<file path="config.mk">
export PLATFORM = sky130hd
export DESIGN_NAME = serial_tx_param
export DESIGN_NICKNAME = d
export VERILOG_FILES = /design/src/rtl/serial_pkg.sv /design/src/rtl/tx_fifo.sv /design/src/rtl/serial_tx_param.sv
export SDC_FILE = /design/constraint.sdc
export NUM_CORES = 1
export LEC_CHECK = 0
export ABC_CLOCK_PERIOD_IN_PS = 3060
export CAP_MARGIN = 20
export CORE_UTILIZATION = 58
export CTS_CLUSTER_SIZE = 10
export DETAILED_ROUTE_END_ITERATION = 6
export PLACE_DENSITY = 0.79
export SLEW_MARGIN = 25
export SYNTH_ARGS = -nofsm -noshare
export SYNTH_HDL_FRONTEND = slang
export SYNTH_SLANG_ARGS = --single-unit
export TNS_END_PERCENT = 5
</file>
<file path="constraint.sdc">
create_clock -name clk -period 3.06 [get_ports clk]
set_clock_uncertainty 0.15 [all_clocks]
set_input_delay 0.765 -clock clk [delete_from_list [all_inputs] [get_ports clk]]
set_output_delay 0.765 -clock clk [all_outputs]
set_load 0.01 [all_outputs]
</file>
<file path="src/rtl/serial_pkg.sv">
`default_nettype none
// ============================================================================
//  Module      : serial_pkg
//  Description : Shared definitions for the parameterised serial transmitter:
//                FSM state encodings, parity mode encodings, clog2 helper.
//  Revision    : 1.0 - initial release
// ============================================================================
package serial_pkg;

    // Parity mode encodings for the PARITY parameter
    localparam int c_PAR_NONE = 0;
    localparam int c_PAR_EVEN = 1;
    localparam int c_PAR_ODD  = 2;

    // Transmit FSM state encodings
    typedef logic [2:0] tx_state_t;
    localparam tx_state_t c_ST_IDLE  = 3'd0;
    localparam tx_state_t c_ST_START = 3'd1;
    localparam tx_state_t c_ST_DATA  = 3'd2;
    localparam tx_state_t c_ST_PAR   = 3'd3;
    localparam tx_state_t c_ST_STOP  = 3'd4;

    // Bits needed to hold values 0..value-1 (returns 0 for value <= 1)
    function automatic int clog2(input int value);
        int result;
        int v;
        result = 0;
        v      = value - 1;
        while (v > 0) begin
            result = result + 1;
            v      = v >> 1;
        end
        return result;
    endfunction

endpackage
`default_nettype wire

</file>
<file path="src/rtl/tx_fifo.sv">
`default_nettype none
// ============================================================================
//  Module      : tx_fifo
//  Description : Synchronous DATA_W x DEPTH transmit FIFO. Pointers carry one
//                extra wrap bit so full and empty are distinguishable when the
//                address bits match. Head word is presented combinationally.
//  Revision    : 1.0 - initial release
// ============================================================================
module tx_fifo
    import serial_pkg::*;
#(
    parameter int DATA_W = 8,
    parameter int DEPTH  = 4
)(
    input  logic                    clk,
    input  logic                    reset,
    input  logic                    i_push,
    input  logic [DATA_W-1:0]       i_data,
    input  logic                    i_pop,
    output logic [DATA_W-1:0]       o_data,
    output logic                    o_empty,
    output logic                    o_full,
    output logic [clog2(DEPTH):0]   o_count
);

    localparam int c_AW = clog2(DEPTH);

    logic [c_AW:0]       r_wr_ptr;
    logic [c_AW:0]       r_rd_ptr;
    logic [c_AW:0]       r_count;
    logic [DATA_W-1:0]   r_mem [DEPTH];
    logic                w_push;
    logic                w_pop;

    assign o_empty = (r_wr_ptr == r_rd_ptr);
    assign o_full  = (r_wr_ptr[c_AW] != r_rd_ptr[c_AW]) &&
                     (r_wr_ptr[c_AW-1:0] == r_rd_ptr[c_AW-1:0]);
    assign w_push  = i_push && !o_full;
    assign w_pop   = i_pop && !o_empty;
    assign o_data  = r_mem[r_rd_ptr[c_AW-1:0]];
    assign o_count = r_count;

    // Pointer and occupancy bookkeeping; reset flushes the buffer
    always_ff @(posedge clk) begin
        if (reset) begin
            r_wr_ptr <= '0;
            r_rd_ptr <= '0;
            r_count  <= '0;
        end else begin
            if (w_push) r_wr_ptr <= r_wr_ptr + (c_AW+1)'(1);
            if (w_pop)  r_rd_ptr <= r_rd_ptr + (c_AW+1)'(1);
            case ({w_push, w_pop})
                2'b10:   r_count <= r_count + (c_AW+1)'(1);
                2'b01:   r_count <= r_count - (c_AW+1)'(1);
                default: r_count <= r_count;
            endcase
        end
    end

    // Storage array; contents need no reset since empty pointers mask them
    always_ff @(posedge clk) begin
        if (w_push) r_mem[r_wr_ptr[c_AW-1:0]] <= i_data;
    end

endmodule
`default_nettype wire

</file>
<file path="src/rtl/serial_tx_param.sv">
`default_nettype none
// ============================================================================
//  Module      : serial_tx_param
//  Description : Buffered parallel-to-serial transmitter. Frames are a low
//                start bit, DATA_W data bits LSB first, optional parity and
//                STOP_BITS high stop bits, each CLKS_PER_BIT clocks long.
//  Revision    : 1.0 - initial release
// ============================================================================
module serial_tx_param
    import serial_pkg::*;
#(
    parameter int DATA_W       = 8,
    parameter int CLKS_PER_BIT = 16,
    parameter int PARITY       = 0,
    parameter int STOP_BITS    = 1,
    parameter int FIFO_DEPTH   = 4
)(
    input  logic                         clk,
    input  logic                         reset,
    input  logic                         enable,
    input  logic                         load,
    input  logic [DATA_W-1:0]            fromCPU,
    output logic                         ready,
    output logic                         out,
    output logic                         busy,
    output logic                         charSent,
    output logic [clog2(FIFO_DEPTH):0]   fifo_count
);

    // Reject illegal configurations at elaboration
    if (PARITY != c_PAR_NONE && PARITY != c_PAR_EVEN && PARITY != c_PAR_ODD) begin : g_bad_parity
        $error("serial_tx_param: PARITY must be 0 (none), 1 (even) or 2 (odd)");
    end
    if (STOP_BITS != 1 && STOP_BITS != 2) begin : g_bad_stop
        $error("serial_tx_param: STOP_BITS must be 1 or 2");
    end
    if (DATA_W < 5 || DATA_W > 9) begin : g_bad_width
        $error("serial_tx_param: DATA_W must be in 5..9");
    end
    if (CLKS_PER_BIT < 2) begin : g_bad_div
        $error("serial_tx_param: CLKS_PER_BIT must be at least 2");
    end
    if (FIFO_DEPTH < 2 || (FIFO_DEPTH & (FIFO_DEPTH - 1)) != 0) begin : g_bad_depth
        $error("serial_tx_param: FIFO_DEPTH must be a power of two >= 2");
    end

    localparam int                 c_TMR_W     = clog2(CLKS_PER_BIT);
    localparam int                 c_IDX_W     = clog2(DATA_W);
    localparam logic [c_TMR_W-1:0] c_TMR_LAST  = c_TMR_W'(CLKS_PER_BIT - 1);
    localparam logic [c_IDX_W-1:0] c_IDX_LAST  = c_IDX_W'(DATA_W - 1);
    localparam logic [c_IDX_W-1:0] c_STOP_LAST = c_IDX_W'(STOP_BITS - 1);

    tx_state_t           r_state;
    logic [c_TMR_W-1:0]  r_tmr;
    logic [c_IDX_W-1:0]  r_idx;
    logic [DATA_W-1:0]   r_shift;
    logic                r_par;

    logic [DATA_W-1:0]   w_head;
    logic                w_empty;
    logic                w_full;
    logic                w_tick;
    logic                w_last_stop;
    logic                w_can_start;
    logic                w_pop;
    logic                w_par_bit;

    tx_fifo #(
        .DATA_W (DATA_W),
        .DEPTH  (FIFO_DEPTH)
    ) u_fifo (
        .clk     (clk),
        .reset   (reset),
        .i_push  (load),
        .i_data  (fromCPU),
        .i_pop   (w_pop),
        .o_data  (w_head),
        .o_empty (w_empty),
        .o_full  (w_full),
        .o_count (fifo_count)
    );

    assign w_tick      = (r_state != c_ST_IDLE) && (r_tmr == c_TMR_LAST);
    assign w_last_stop = (r_state == c_ST_STOP) && w_tick && (r_idx == c_STOP_LAST);
    assign w_can_start = enable && !w_empty;
    // A new word leaves the FIFO either from idle or seamlessly at frame end
    assign w_pop       = w_can_start && ((r_state == c_ST_IDLE) || w_last_stop);
    assign w_par_bit   = (PARITY == c_PAR_ODD) ? ~(^w_head) : (^w_head);

    assign ready    = !w_full;
    assign busy     = (r_state != c_ST_IDLE);
    assign charSent = w_last_stop;

    // Bit timer: free-runs over one bit period while a frame is active
    always_ff @(posedge clk) begin
        if (reset || w_pop || r_state == c_ST_IDLE || w_tick) begin
            r_tmr <= '0;
        end else begin
            r_tmr <= r_tmr + c_TMR_W'(1);
        end
    end

    // Frame sequencer: walks start, data, parity and stop bits on timer ticks
    always_ff @(posedge clk) begin
        if (reset) begin
            r_state <= c_ST_IDLE;
            r_idx   <= '0;
            r_shift <= '0;
            r_par   <= 1'b0;
        end else begin
            case (r_state)
                c_ST_IDLE: begin
                    if (w_pop) begin
                        r_shift <= w_head;
                        r_par   <= w_par_bit;
                        r_state <= c_ST_START;
                    end
                end
                c_ST_START: begin
                    if (w_tick) begin
                        r_idx   <= '0;
                        r_state <= c_ST_DATA;
                    end
                end
                c_ST_DATA: begin
                    if (w_tick) begin
                        r_shift <= r_shift >> 1;
                        if (r_idx == c_IDX_LAST) begin
                            r_idx   <= '0;
                            r_state <= (PARITY != c_PAR_NONE) ? c_ST_PAR : c_ST_STOP;
                        end else begin
                            r_idx <= r_idx + c_IDX_W'(1);
                        end
                    end
                end
                c_ST_PAR: begin
                    if (w_tick) begin
                        r_idx   <= '0;
                        r_state <= c_ST_STOP;
                    end
                end
                c_ST_STOP: begin
                    if (w_tick) begin
                        if (r_idx == c_STOP_LAST) begin
                            r_idx <= '0;
                            if (w_pop) begin
                                r_shift <= w_head;
                                r_par   <= w_par_bit;
                                r_state <= c_ST_START;
                            end else begin
                                r_state <= c_ST_IDLE;
                            end
                        end else begin
                            r_idx <= r_idx + c_IDX_W'(1);
                        end
                    end
                end
                default: r_state <= c_ST_IDLE;
            endcase
        end
    end

    // Serial line level decoded from the current frame position
    always_comb begin
        out = 1'b1;
        case (r_state)
            c_ST_START: out = 1'b0;
            c_ST_DATA:  out = r_shift[0];
            c_ST_PAR:   out = r_par;
            default:    out = 1'b1;
        endcase
    end

endmodule
`default_nettype wire

</file>
Fig. 1: run 1, met1 routing
Scale bar: 20 um. Supply wires on this layer in grey.
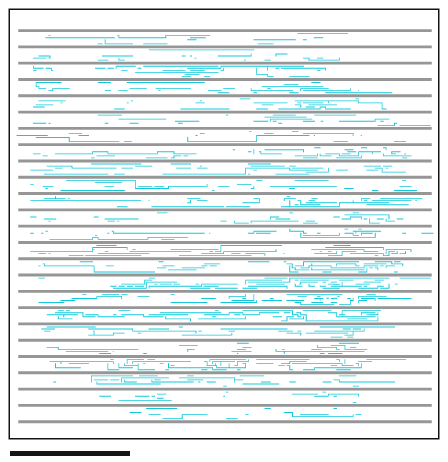
nets with wire on the layer: 258
longest straight run: 18.4 um

Fig. 2: run 1, M2 wires
Cells faint in the background.
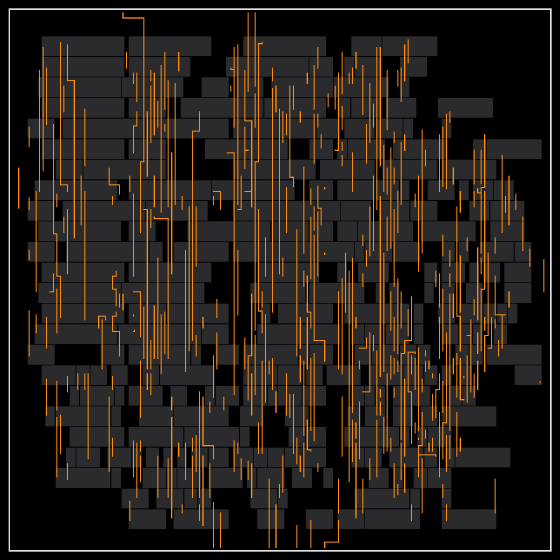
wire length on this layer: 2290 um
nets with wire on the layer: 234

Fig. 3: run 1, the metal 3 layer
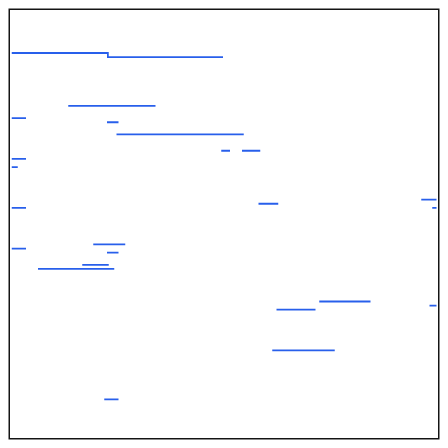
wire length on this layer: 142 um
nets with wire on the layer: 15
longest straight run: 20.9 um
share of all routed wire: 3.1%

Fig. 4: run 1, routed metal per tile
The die is cut into 14 by 14 equal tiles; dark blue is low, red is high, scaled to the fullest tile. Values are wire area over tile area, all layers added.
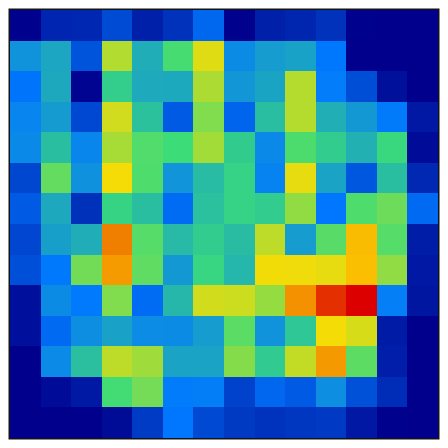
nearly empty tiles: 10%
tiles over half the peak: 27%
emptiest ninth of the die: upper right
Post-Route WL: 4640 um
Routed WL per cell: 14.8 um
GRT Total Usage: 20.9%

==> run 1: cell usage in the layout (no fill, tap or decap), types with 2 or more instances in the layout <==
cell             netlist  routed
nor2_1                33      33
edfxtp_1              32      32
dfxtp_1               30      30
clkdlybuf4s50_1        0      18
inv_1                 15      15
xnor2_1               14      14
ha_1                  10      10
clkbuf_8               0       9
mux4_2                 8       8
mux2i_1                8       8
mux2_2                 7       7
a21oi_1                7       7
o21ai_0                6       6
nand3_1                6       6
nor3_1                 5       5
nand2_1                5       5
xor2_1                 5       5
and2_1                 5       5
buf_4                  0       5
nand2b_1               4       4
a31oi_1                3       3
clkinv_4               0       3
and3_1                 2       2
or3_1                  2       2
clkinvlp_4             0       2
clkinv_2               0       2
==> run 1: state kept, by name, summed over array words and instances (netlist names), named ones only <==
register	flops
u_fifo.o_count	3
r_par	1
u_fifo.r_mem	32
u_fifo.r_rd_ptr	3
u_fifo.r_wr_ptr	3
r_shift	8
r_idx	3
r_tmr	4
r_state	3
==> run 1: layout make-up <==
class                      count  share of cell area [%]
clock buffer                   9                    3.86
clock inverter                 7                    1.60
inverter                      15                    1.75
multi-input combinational    146                    35.3
sequential                    62                    48.6
tap                           52                    2.03
timing repair buffer          23                    6.78
==> run 1: cells in the mapped netlist, types with 2 or more instances <==
cell       n
and3_1     2
and2_1     5
inv_1     15
xnor2_1   14
dfxtp_1   30
mux2_2     7
edfxtp_1  32
xor2_1     5
nand3_1    6
nor3_1     5
nand2b_1   4
a31oi_1    3
o21ai_0    6
mux2i_1    8
clkbuf_1   6
or3_1      2
ha_1      10
nor2_1    33
a21oi_1    7
mux4_2     8
nand2_1    5
==> run 1: per-layer routing <==
metal | track usage, % | up-vias | part of all wire [%]
li1 | - | 874 | -
met3 | 5.06 | 8 | 3.0
met2 | 34.1 | 32 | 49
met1 | 26.2 | 831 | 46
met5 | 0 | - | 0
met4 | 10.7 | 0 | 1.7
==> run 1: metrics by stage <==
step | area, um2 | hold slack (ns) | utilization (%) | std cells | setup TNS, ns
finish | 3210 | 0.303 | 71.3 | 314 | 0
global placement | 3040 | 0.282 | 67.4 | 298 | 0
floorplan | 2800 | 0.268 | - | 232 | 0
global route | 3210 | 0.326 | 71.3 | 314 | 0
CTS | 3210 | 0.306 | 71.3 | 314 | 0
detailed placement | 3040 | 0.296 | 67.4 | 298 | -0.0190
==> run 1: worst max-delay path: stages, from the launching register on <==
cell and delay (ns):
dfxtp_1 0.35, ha_1 0.21, and3_1 0.28, nand2b_1 0.13, nor2_1 0.11, clkdlybuf4s50_1 0.53
==> run 1: power groups by stage <==
stage	sequential, mW	clock (mW)	combinational [mW]
global route	1.05	0.667	0.670
CTS	1.04	0.629	0.613
detailed placement	1.06	0	0.608
floorplan	1.02	0	0.477
global placement	1.05	0	0.584
finish	1.04	0.619	0.608
==> run 1: cells by family after synthesis <==
logic type	after synthesis
buffers and inverters	24
muxes	23
DFF	62
and+or+nand+nor	66
adders and majority gates	11
AOI/OAI and AO/OA	27
xor gates and xnor gates	19
==> out/qor.csv, run 1 <==
metric;value;unit
status;completed;
Worst Path Required;2.14;ns
Clock transition at path regs;0.07;ns
critical path launch point type;flop;
Reg2Reg Depth;10;
Max Cap Viol;0;
Net Sw Frac;30.8;%
Mux area share;12.1;%
Mean Syn Cell Area;12.1;um2
Pre-antenna DRT Iters;4;
DRC;0;
CP Capture Type;output port;
Syn Inst Count;232;
crit path to;charSent;
Buffers on Ports;18;
total power;2.27;mW
ao+oa area frac;6.35;%
initial antenna violation count;0;
leading area contributor after synthesis;edfxtp_1;
Int Power;1.57;mW
sw power;0.697;mW
Cell Pwr Density;706;nW/um2
# rows;24;
Seq pwr share;45.8;%
Setup-failing EPs final;0;
yosys stat chip area;2800;um2
achievable clock frequency;349;MHz
yosys xor share;5.95;%
H-tree Lvls;3;
CTS tree;yes;
clk ins delay skew pair;0.33;ns
global-route wire length before repair;7830;um
PnR worst setup slack;0.193;ns
RSZ-0062 raised after global routing;no;
post-CTS setup buffers;0;
WHS Endpoint;r_tmr[0];
reg-to-reg slack, setup;0.30;ns
and+or+nand+nor area frac;11.0;%
GR Overflow Total;0;
Post-Place Worst Slack;-0.0190;ns
Die X;71.4;um
# Cells Yosys;232;
Worst Hold Class;reg2reg;
Layout fillers;319;
logic area;1130;um2
CTS Hold Bufs;0;
Clock power frac;27.3;%
DRT iter0 DRCs;89;
min-delay src;r_tmr[0];
final hold violation count;0;
Mapped Nets;255;
critical path fanouts, max;5;
worst-case clock buffer depth;2;
adder-cell share of the synthesized area;5.19;%
via total after detailed routing;1745;
worst r2r dst;u_fifo.o_count[2];
P_leak;1.17;nW
synth unique cells;40;
DP Wirelength;3300;um
Flops after synth;62;
period utilization;93.7;%
Logic family by area;multiplexers;
yosys warns;0;
Placeable Area;4500;um2
CTS Sinks;62;
RR Startpoint;r_tmr[0];
vias in the first global route;1687;
Worst slew margin;63.6;%
post_cts resized;0;
WP data arrival;1.95;ns
Synth-to-Final Area Change;14.8;%
Post-synth EDFFs;32;
Init Core Util;62.1;%
CTS buffer count;9;
Mapped Area;2800;um2
final count of pins violating max slew;0;
Setup CP Type;reg2out;
Chip Area;5100;um2
ratio of cells with drive above 1 in the final layout;14.5;%
RD Place Congestion;0.777;
Async SR Flop Fraction;0;%
Fig. 5: run 1, routing congestion
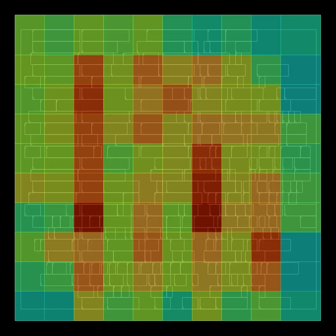

--- run 2 (diff from run 1) ---
--- a/config.mk
+++ b/config.mk
@@ -5,12 +5,14 @@
 export SDC_FILE = /design/constraint.sdc
 export NUM_CORES = 1
 export LEC_CHECK = 0
-export ABC_CLOCK_PERIOD_IN_PS = 3060
+export ABC_AREA = 1
+export ABC_CLOCK_PERIOD_IN_PS = 2600
 export CAP_MARGIN = 20
-export CORE_UTILIZATION = 58
+export CORE_UTILIZATION = 53
 export CTS_CLUSTER_SIZE = 10
 export DETAILED_ROUTE_END_ITERATION = 6
-export PLACE_DENSITY = 0.79
+export PLACE_DENSITY = 0.75
+export SKIP_CTS_REPAIR_TIMING = 1
 export SLEW_MARGIN = 25
 export SYNTH_ARGS = -nofsm -noshare
 export SYNTH_HDL_FRONTEND = slang
==> constraint.sdc (replaced) <==
create_clock -name clk -period 2.6 [get_ports clk]
set_clock_uncertainty 0.15 [all_clocks]
set_input_delay 0.65 -clock clk [delete_from_list [all_inputs] [get_ports clk]]
set_output_delay 0.65 -clock clk [all_outputs]
set_load 0.01 [all_outputs]
Fig. 6: run 2, routing congestion
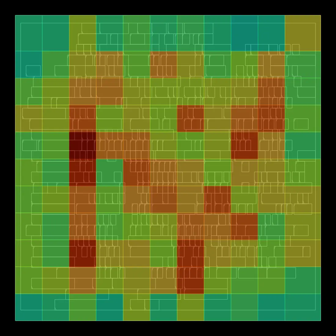
GRT Total Usage: 21.4%
met3 Resource Use GR: 4.88%
met2 GRT Util: 34.9%
met1 Usage GRT: 25.9%
gr busiest metal: met2

==> out/qor.csv, run 2 <==
metric;value;unit
ratio of cells with drive above 1 in the final layout;10.3;%
final hold violation count;0;
RD Place Congestion;0.829;
and+or+nand+nor area frac;29.5;%
Mapped Nets;403;
status;completed;
period utilization;95.3;%
min-delay src;r_shift[6];
CP Capture Type;flop;
WP data arrival;2.60;ns
Setup-failing EPs final;0;
# Cells Yosys;380;
Reg2Reg Depth;17;
Setup CP Type;reg2reg;
Die X;78.2;um
Routed WL per cell;11.9;um
Mux area share;0;%
Placeable Area;5540;um2
achievable clock frequency;403;MHz
yosys warns;0;
Flops after synth;62;
DRC;0;
# rows;27;
Logic family by area;simple AND/OR/NAND/NOR gates;
Init Core Util;55.5;%
WHS Endpoint;r_shift[6];
GR Overflow Total;0;
yosys xor share;1.14;%
worst r2r dst;u_fifo.o_count[2];
CTS Sinks;62;
leading area contributor after synthesis;edfxtp_1;
Chip Area;6110;um2
max FFs per register;32;
synth cell count leaders;134 x nand2_1, 35 x inv_1, 33 x nor2_1;
placed cell count;472;
Top cells excl fill/tap;134 x nand2_1, 35 x inv_1, 32 x edfxtp_1;
final non-filler cell total;488;
final count of pins violating max slew;0;
Worst Path Required;2.72;ns
DRT iter0 DRCs;116;
H-tree Lvls;3;
P_leak;1.61;nW
Clock transition at path regs;0.07;ns
synth unique cells;30;
Synth top cell by count;nand2_1;
critical path fanouts, max;4;
global-route wire length before repair;9940;um
RR Startpoint;r_tmr[0];
clk ins delay skew pair;0.34;ns
Synth-to-Final Area Change;15.7;%
Worst slew margin;64.2;%
Mapped Area;3070;um2
[run 2: cell types whose count changed after synthesis, moves of 5 or more]
| cell | delta |
|---|---|
| inv_1 | +20 |
| and2_1 | -5 |
| o21ai_0 | +12 |
| mux2_2 | -7 |
| xnor2_1 | -13 |
| mux4_2 | -8 |
| nand2_1 | +129 |
| mux2i_1 | -8 |
| a21oi_1 | +14 |
| nand3_1 | +25 |
[run 2: logic make-up (layout without fill, tap and decap cells)]
kind of cell,after synthesis,count (layout)
xor gates and xnor gates,4,4
and+or+nand+nor,214,214
adders and majority gates,11,11
AOI/OAI and AO/OA,41,41
DFF,62,62
buffers and inverters,48,84
[run 2: critical path, stage by stage (launching register included)]
cell	delay (ns)
dfxtp_1	0.36
ha_1	0.18
nand2_1	0.06
inv_1	0.08
nand2_2	0.09
inv_1	0.10
nor2_1	0.07
nor2_2	0.17
nand3_4	0.09
clkinv_2	0.06
ha_1	0.14
inv_1	0.07
fa_1	0.38
nor2_1	0.11
nor2_1	0.04
nand2_1	0.07
o21ai_0	0.07
a21oi_1	0.13
[run 2: through the flow]
step | power (mW) | setup TNS (ns) | instance area [um2] | setup WS [ns] | utilization [%]
after global placement | 2.75 | 0 | 3360 | 0.0830 | 60.7
after detailed placement | 2.79 | 0 | 3360 | 0.0308 | 60.7
after floorplan | 2.44 | 0 | 3070 | 0.252 | -
after global routing | 3.88 | -0.127 | 3560 | -0.127 | 64.2
after CTS | 3.59 | -0.103 | 3550 | -0.103 | 64.0
final | 3.58 | 0 | 3560 | 0.121 | 64.2
[run 2: final cells by class]
class / instances / area [um2]
multi-input cells: 270 / 1310
clock buffers: 11 / 131
well taps: 72 / 90.1
fillers: 497 / 1980
inverters: 40 / 155
flip-flops and latches: 62 / 1560
repair buffers: 28 / 260
clock inverters: 5 / 50.0
[run 2: worst max-delay path by stage]
stage	to	cells past startpoint
global placement	u_fifo.o_count[2]	11
global route	u_fifo.o_count[2]	18
finish	u_fifo.o_count[2]	17
CTS	charSent	7
detailed placement	u_fifo.o_count[2]	11
floorplan	u_fifo.o_count[2]	18
[run 2: where the power goes]
group / switching (mW) / internal [mW]
Combinational: 0.910 / 0.544
Sequential: 0.146 / 1.19
Clock: 0.353 / 0.436
Total: 1.41 / 2.17
[run 2: routing by layer]
layer | vias to the layer above | GRT usage (%) | routed length [um]
met1 | 1139 | 25.9 | 2750
li1 | 1286 | - | -
met2 | 37 | 34.9 | 2750
met3 | 10 | 4.88 | 195
met5 | - | 0 | 0
met4 | 0 | 12.8 | 129
Fig. 7: run 2, the metal 3 layer
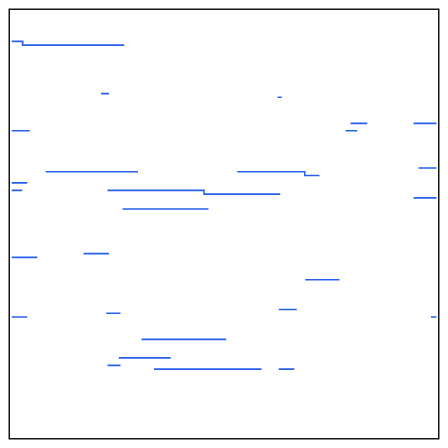

--- run 3 (diff from run 2) ---
--- a/config.mk
+++ b/config.mk
@@ -8,10 +8,11 @@
 export ABC_AREA = 1
 export ABC_CLOCK_PERIOD_IN_PS = 2600
 export CAP_MARGIN = 20
-export CORE_UTILIZATION = 53
+export CORE_UTILIZATION = 55
+export CTS_BUF_LIST = sky130_fd_sc_hd__clkbuf_8
 export CTS_CLUSTER_SIZE = 10
 export DETAILED_ROUTE_END_ITERATION = 6
-export PLACE_DENSITY = 0.75
+export PLACE_DENSITY = 0.78
 export SKIP_CTS_REPAIR_TIMING = 1
 export SLEW_MARGIN = 25
 export SYNTH_ARGS = -nofsm -noshare
Fig. 8: run 3, the metal 3 layer
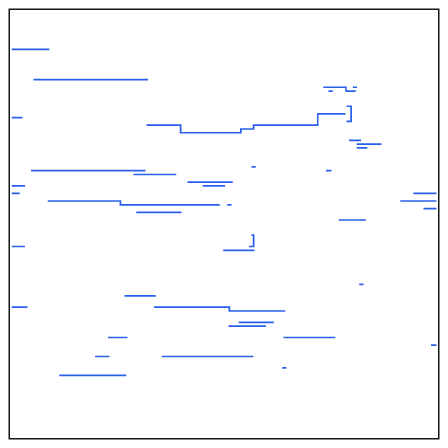
share of all routed wire: 4.8%
main direction: horizontal
nets with wire on the layer: 28
wire length on this layer: 284 um
Post-Route WL: 5940 um
met3 Resource Use GR: 7.86%

==> out/qor.csv, run 3 <==
metric;value;unit
Synth-to-Final Area Change;17.7;%
RD Place Congestion;0.768;
Reg2Reg Depth;18;
Worst Hold Class;reg2reg;
leading area contributor after synthesis;edfxtp_1;
GRT Total Usage;22.4;%
worst r2r dst;u_fifo.o_count[2];
Post-synth EDFFs;32;
ratio of cells with drive above 1 in the final layout;12.4;%
status;completed;
max FFs per register;32;
Placeable Area;5240;um2
RSZ-0062 raised after global routing;yes;
adder-cell share of the synthesized area;4.72;%
period utilization;99.3;%
Syn Inst Count;380;
Post-DP Area;3380;um2
Init Core Util;58.7;%
Flop area;1570;um2
synth unique cells;30;
Mux area share;0;%
synth cell count leaders;134 x nand2_1, 35 x inv_1, 33 x nor2_1;
P_leak;1.62;nW
reg-to-reg slack, setup;0.15;ns
global-route wire length before repair;10200;um
yosys stat chip area;3070;um2
final hold violation count;0;
Cell Pwr Density;1040;nW/um2
CTS buffer count;9;
Flops after synth;62;
Mean Syn Cell Area;8.09;um2
DRC;0;
CP Capture Type;output port;
clk ins delay skew pair;0.35;ns
critical path fanouts, max;4;
Mapped Area;3070;um2
Mapped Nets;403;
CTS tree;yes;
Die X;76.8;um
==> run 3: cell counts after synthesis <==
Identical to the previous run, type by type.
==> run 3: how the worst max path moves through the flow <==
stage | end | slack, ns | depth (start not counted)
after floorplan | u_fifo.o_count[2] | 0.25 | 18
after global placement | u_fifo.o_count[2] | 0.09 | 11
after detailed placement | u_fifo.o_count[2] | 0.03 | 11
after CTS | charSent | -0.17 | 7
after global routing | out | -0.12 | 7
final | out | 0.02 | 7
==> run 3: critical path: stages, from the launching register on <==
cell,delay (ns)
dfxtp_2,0.36
inv_1,0.07
nor2_1,0.14
nand2_2,0.14
clkinv_2,0.07
nand2_1,0.05
nand3_1,0.07
clkdlybuf4s50_1,0.54
==> run 3: area by class of cell <==
type / count / share of cell area (%)
Clock buffer: 9 / 3.42
Clock inverter: 7 / 2.70
Inverter: 40 / 4.29
Multi-Input combinational cell: 270 / 36.4
Sequential cell: 62 / 43.2
Tap cell: 70 / 2.42
Timing Repair Buffer: 30 / 7.54
==> run 3: stage by stage <==
step	hold slack [ns]	power [mW]	setup WS, ns	TNS (ns)
after floorplan	0.268	2.44	0.252	0
after global placement	0.281	2.76	0.0926	0
after detailed placement	0.292	2.83	0.0274	0
after CTS	0.306	3.77	-0.173	-0.222
after global routing	0.283	4.07	-0.118	-0.150
final	0.267	3.76	0.0181	0
==> run 3: cells by family after synthesis <==
family | Yosys count
adders and majority gates | 11
xor gates and xnor gates | 4
and+or+nand+nor | 214
buffers and inverters | 48
DFF | 62
AOI/OAI and AO/OA | 41
==> run 3: power by group <==
group | internal [mW] | switching (mW)
Sequential | 1.19 | 0.115
Clock | 0.542 | 0.386
Combinational | 0.569 | 0.964
==> run 3: layer usage <==
metal / track usage, % / share of wire (%) / wire length, um
met5: 0 / 0 / 0
met4: 13.8 / 2.5 / 150
met3: 7.86 / 4.8 / 284
met1: 23.8 / 42 / 2470
met2: 37.9 / 51 / 3030
Power is estimated from default activity; no workload was simulated.
